<file path="src/rtl/galaga_shot_arbiter.sv">
// Fire-button arbiter for the two-player shot path into the game FSM.
// One shot in flight at a time; a shot resolves against mp after its flight
// time and emits a one-cycle hit pulse for its owner.
// Optional build macro: GALAGA_SHOT_QUEUE_EN adds a one-deep pending request
// per player, captured while another player's shot is in flight.
module galaga_shot_arbiter #(
    parameter int unsigned TICK_DIV       = 16,
    parameter int unsigned FLIGHT_TICKS   = 4,
    parameter int unsigned COOLDOWN_TICKS = 8
) (
    input  logic clk,
    input  logic rst_n,
    input  logic fire1,
    input  logic fire2,
    input  logic mp,
    input  logic done,
    output logic shot1,
    output logic shot2,
    output logic busy,
    output logic owner,
    output logic ready1,
    output logic ready2
);

    localparam int unsigned PW = $clog2(TICK_DIV);
    localparam int unsigned FW = $clog2(FLIGHT_TICKS + 1);
    localparam int unsigned CW = $clog2(COOLDOWN_TICKS + 1);

    typedef enum logic [1:0] {
        S_IDLE    = 2'd0,
        S_FLIGHT  = 2'd1,
        S_RESOLVE = 2'd2,
        S_HALT    = 2'd3
    } state_t;

    state_t        state_q, state_d;
    logic [PW-1:0] pre_q, pre_d;
    logic [FW-1:0] fcnt_q, fcnt_d;
    logic [CW-1:0] ccnt1_q, ccnt1_d, ccnt2_q, ccnt2_d;
    logic          fire1_q, fire2_q;
    logic          last_q, last_d;          // 1 = P2 received the last grant
    logic          owner_q, owner_d;
    logic          busy_q, busy_d;
    logic          shot1_q, shot1_d, shot2_q, shot2_d;
    logic          ready1_q, ready1_d, ready2_q, ready2_d;
    logic          pend1_q, pend1_d, pend2_q, pend2_d;

    logic tick_c, req1_c, req2_c, cand1_c, cand2_c, elig1_c, elig2_c, grant2_c;

    // Prescaler, button edge detect and eligibility.
    always_comb begin
        tick_c  = (pre_q == PW'(TICK_DIV - 1));
        pre_d   = tick_c ? '0 : pre_q + PW'(1);
        req1_c  = fire1 & ~fire1_q;
        req2_c  = fire2 & ~fire2_q;
`ifdef GALAGA_SHOT_QUEUE_EN
        cand1_c = req1_c | pend1_q;
        cand2_c = req2_c | pend2_q;
`else
        cand1_c = req1_c;
        cand2_c = req2_c;
`endif
        elig1_c  = cand1_c & (ccnt1_q == '0);
        elig2_c  = cand2_c & (ccnt2_q == '0);
        // On a tie the player who did not win last time gets the shot.
        grant2_c = elig2_c & (~elig1_c | ~last_q);
    end

    // Shot FSM next-state, counters and registered outputs.
    always_comb begin
        state_d = state_q;
        fcnt_d  = fcnt_q;
        owner_d = owner_q;
        last_d  = last_q;
        shot1_d = 1'b0;
        shot2_d = 1'b0;
        pend1_d = pend1_q;
        pend2_d = pend2_q;
        ccnt1_d = (tick_c && ccnt1_q != '0) ? ccnt1_q - CW'(1) : ccnt1_q;
        ccnt2_d = (tick_c && ccnt2_q != '0) ? ccnt2_q - CW'(1) : ccnt2_q;

        case (state_q)
            S_IDLE: begin
                if (elig1_c || elig2_c) begin
                    state_d = S_FLIGHT;
                    owner_d = grant2_c;
                    last_d  = grant2_c;
                    fcnt_d  = FW'(FLIGHT_TICKS);
                    if (grant2_c) pend2_d = 1'b0;
                    else          pend1_d = 1'b0;
                end
            end
            S_FLIGHT: begin
                if (tick_c) begin
                    fcnt_d = fcnt_q - FW'(1);
                    // mp is captured here so the hit pulse lines up with RESOLVE.
                    if (fcnt_q == FW'(1)) begin
                        state_d = S_RESOLVE;
                        shot1_d = ~owner_q & mp;
                        shot2_d = owner_q & mp;
                    end
                end
            end
            S_RESOLVE: begin
                state_d = S_IDLE;
                if (owner_q) ccnt2_d = CW'(COOLDOWN_TICKS);
                else         ccnt1_d = CW'(COOLDOWN_TICKS);
            end
            default: state_d = S_HALT;
        endcase

        if (state_q == S_FLIGHT || state_q == S_RESOLVE) begin
            if (req1_c && owner_q)  pend1_d = 1'b1;
            if (req2_c && !owner_q) pend2_d = 1'b1;
        end

        // Game over freezes the arbiter until reset.
        if (done || state_q == S_HALT) begin
            state_d = S_HALT;
            shot1_d = 1'b0;
            shot2_d = 1'b0;
            pend1_d = 1'b0;
            pend2_d = 1'b0;
        end

`ifndef GALAGA_SHOT_QUEUE_EN
        pend1_d = 1'b0;
        pend2_d = 1'b0;
`endif

        busy_d   = (state_d == S_FLIGHT) || (state_d == S_RESOLVE);
        ready1_d = (ccnt1_d == '0);
        ready2_d = (ccnt2_d == '0);
    end

    // State and output registers.
    always_ff @(posedge clk or negedge rst_n) begin
        if (!rst_n) begin
            state_q  <= S_IDLE;
            pre_q    <= '0;
            fcnt_q   <= '0;
            ccnt1_q  <= '0;
            ccnt2_q  <= '0;
            fire1_q  <= 1'b0;
            fire2_q  <= 1'b0;
            last_q   <= 1'b1;
            owner_q  <= 1'b0;
            busy_q   <= 1'b0;
            shot1_q  <= 1'b0;
            shot2_q  <= 1'b0;
            ready1_q <= 1'b1;
            ready2_q <= 1'b1;
            pend1_q  <= 1'b0;
            pend2_q  <= 1'b0;
        end else begin
            state_q  <= state_d;
            pre_q    <= pre_d;
            fcnt_q   <= fcnt_d;
            ccnt1_q  <= ccnt1_d;
            ccnt2_q  <= ccnt2_d;
            fire1_q  <= fire1;
            fire2_q  <= fire2;
            last_q   <= last_d;
            owner_q  <= owner_d;
            busy_q   <= busy_d;
            shot1_q  <= shot1_d;
            shot2_q  <= shot2_d;
            ready1_q <= ready1_d;
            ready2_q <= ready2_d;
            pend1_q  <= pend1_d;
            pend2_q  <= pend2_d;
        end
    end

    assign shot1  = shot1_q;
    assign shot2  = shot2_q;
    assign busy   = busy_q;
    assign owner  = owner_q;
    assign ready1 = ready1_q;
    assign ready2 = ready2_q;

endmodule

</file>
<file path="config.mk">
export PLATFORM = sky130hd
export DESIGN_NAME = galaga_shot_arbiter
export DESIGN_NICKNAME = d
export VERILOG_FILES = /design/src/rtl/galaga_shot_arbiter.sv
export SDC_FILE = /design/constraint.sdc
export NUM_CORES = 1
export LEC_CHECK = 0
export ABC_AREA = 1
export CAP_MARGIN = 20
export CORE_MARGIN = 2
export CORE_UTILIZATION = 50
export CTS_BUF_LIST = sky130_fd_sc_hd__clkbuf_16
export CTS_CLUSTER_SIZE = 28
export DETAILED_ROUTE_END_ITERATION = 7
export PLACE_DENSITY = 0.72
export REMOVE_ABC_BUFFERS = 1
export SKIP_LAST_GASP = 1
export SLEW_MARGIN = 20
export SYNTH_ARGS = -nofsm -noshare
export SYNTH_HDL_FRONTEND = slang
export SYNTH_SLANG_ARGS = --single-unit
</file>
<file path="constraint.sdc">
create_clock -name clk -period 1.6 [get_ports clk]
set_clock_uncertainty 0.15 [all_clocks]
set_input_delay 0.24 -clock clk [delete_from_list [all_inputs] [get_ports clk]]
set_output_delay 0.24 -clock clk [all_outputs]
set_load 0.05 [all_outputs]
</file>
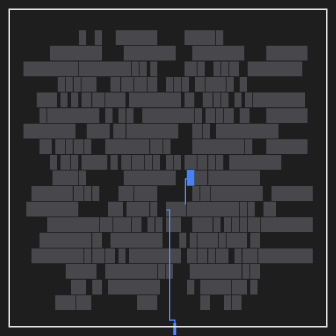
(images/port_nets.png)
legend:
  blue:
    port: mp
    direction: input
    edge: south
    end_cells: 1
    wire: 26.3 µm
Port Buffer Count: 11
Boundary Pins: 12

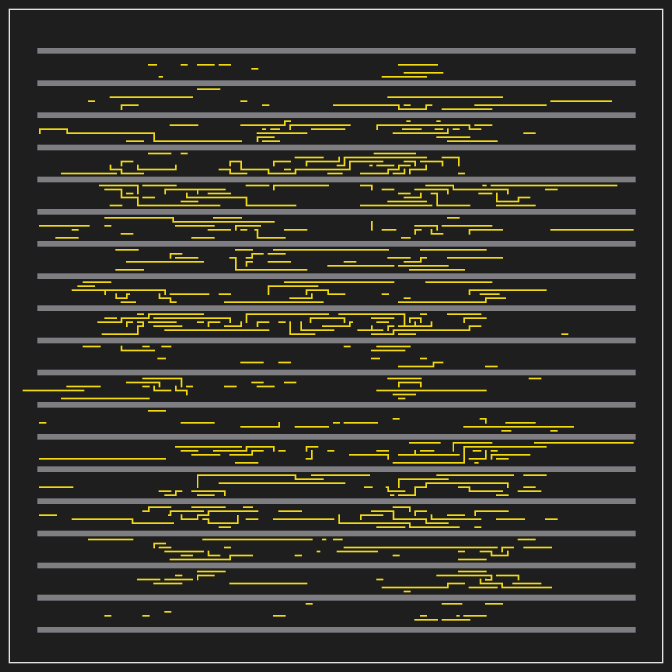
(images/met1.png)
Supply wires on this layer in grey.
nets with wire on the layer: 177
wire length on this layer: 1,040 µm
main direction: horizontal
final wirelength: 2.58 mm
Via Count: 1,083

==> results.rst <==
Run summary
-----------

.. list-table::
   :header-rows: 1

   * - Metric
     - Value
   * - Average cell area after synthesis
     - 8.44 µm²
   * - Area share of xor/xnor cells in the synthesized design
     - 0.670%
   * - Drt via density
     - 5.26
   * - Pwr Density
     - 834 mW/mm²
   * - Setup crit end
     - ready2
   * - Fin Hold WS
     - 189 ps
   * - Drt pass-1 iters
     - 5
   * - Cells after Synth
     - 155
   * - Capturing point of the worst reg2reg path
     - ready2
   * - Number of max-slew violations in the final report
     - 0
   * - Buffers and inverters on the worst path
     - 1
   * - P&R area growth vs syn
     - 29.9%
   * - Wire length of the first global-routing pass
     - 4.46 mm
   * - Static leakage power
     - 0.000929 µW
   * - PnR worst setup slack
     - 45.8 ps
   * - Fillers
     - 200
   * - Launch point of the critical path
     - pre_q[0]
   * - Hold Path Class
     - input pin to async pin
   * - Post-detailed-route count of antenna-violating nets
     - 0
   * - Unrepaired setup endpoints after global routing
     - yes
   * - Top-area cell type share of the netlist area
     - 44.0%
   * - Leading cell type in the layout, fill and taps excluded
     - nand2_1
   * - Count of antenna diodes in the layout
     - 0
   * - Mean routed wirelength per cell
     - 12.5 µm
   * - Crit path depth
     - 8
   * - Maximum fanout along the worst path
     - 5
   * - Detailed placement HPWL
     - 1.91 mm
   * - Latest clock arrival within the worst-skew pair
     - 260 ps
   * - PostCTS Resize Cnt
     - 2
   * - Result of the run
     - finished clean
   * - Proportion of register bits with asynchronous set or reset after synthesis
     - 100%
==> report_power, final <==
part | switching (µW) | internal (µW)
Combinational | 17.7 | 13.7
Sequential | 0.626 | 660
Clock | 226 | 498
==> final cells by class <==
cell class	count	area share, %
Clock buffer	3	4.42
Clock inverter	1	1.77
Inverter	31	6.85
Multi-Input combinational cell	97	32.9
Sequential cell	26	38.5
Tap cell	30	2.21
Timing Repair Buffer	18	13.3
==> logic make-up after synthesis <==
family,after synthesis
AOI/OAI and AO/OA,9
DFF,26
xor gates and xnor gates,1
adders and majority gates,5
and+or+nand+nor,82
buffers and inverters,32
==> metal layers <==
layer / GRT usage (%) / wire (µm) / vias to the layer above
li1: - / - / 527
met1: 25.0 / 1040 / 527
met2: 37.1 / 1390 / 24
met3: 6.45 / 127 / 5
met4: 4.88 / 23 / 0
met5: 0 / 0 / -
No activity file was given, so power comes from the tool's default toggle rates.
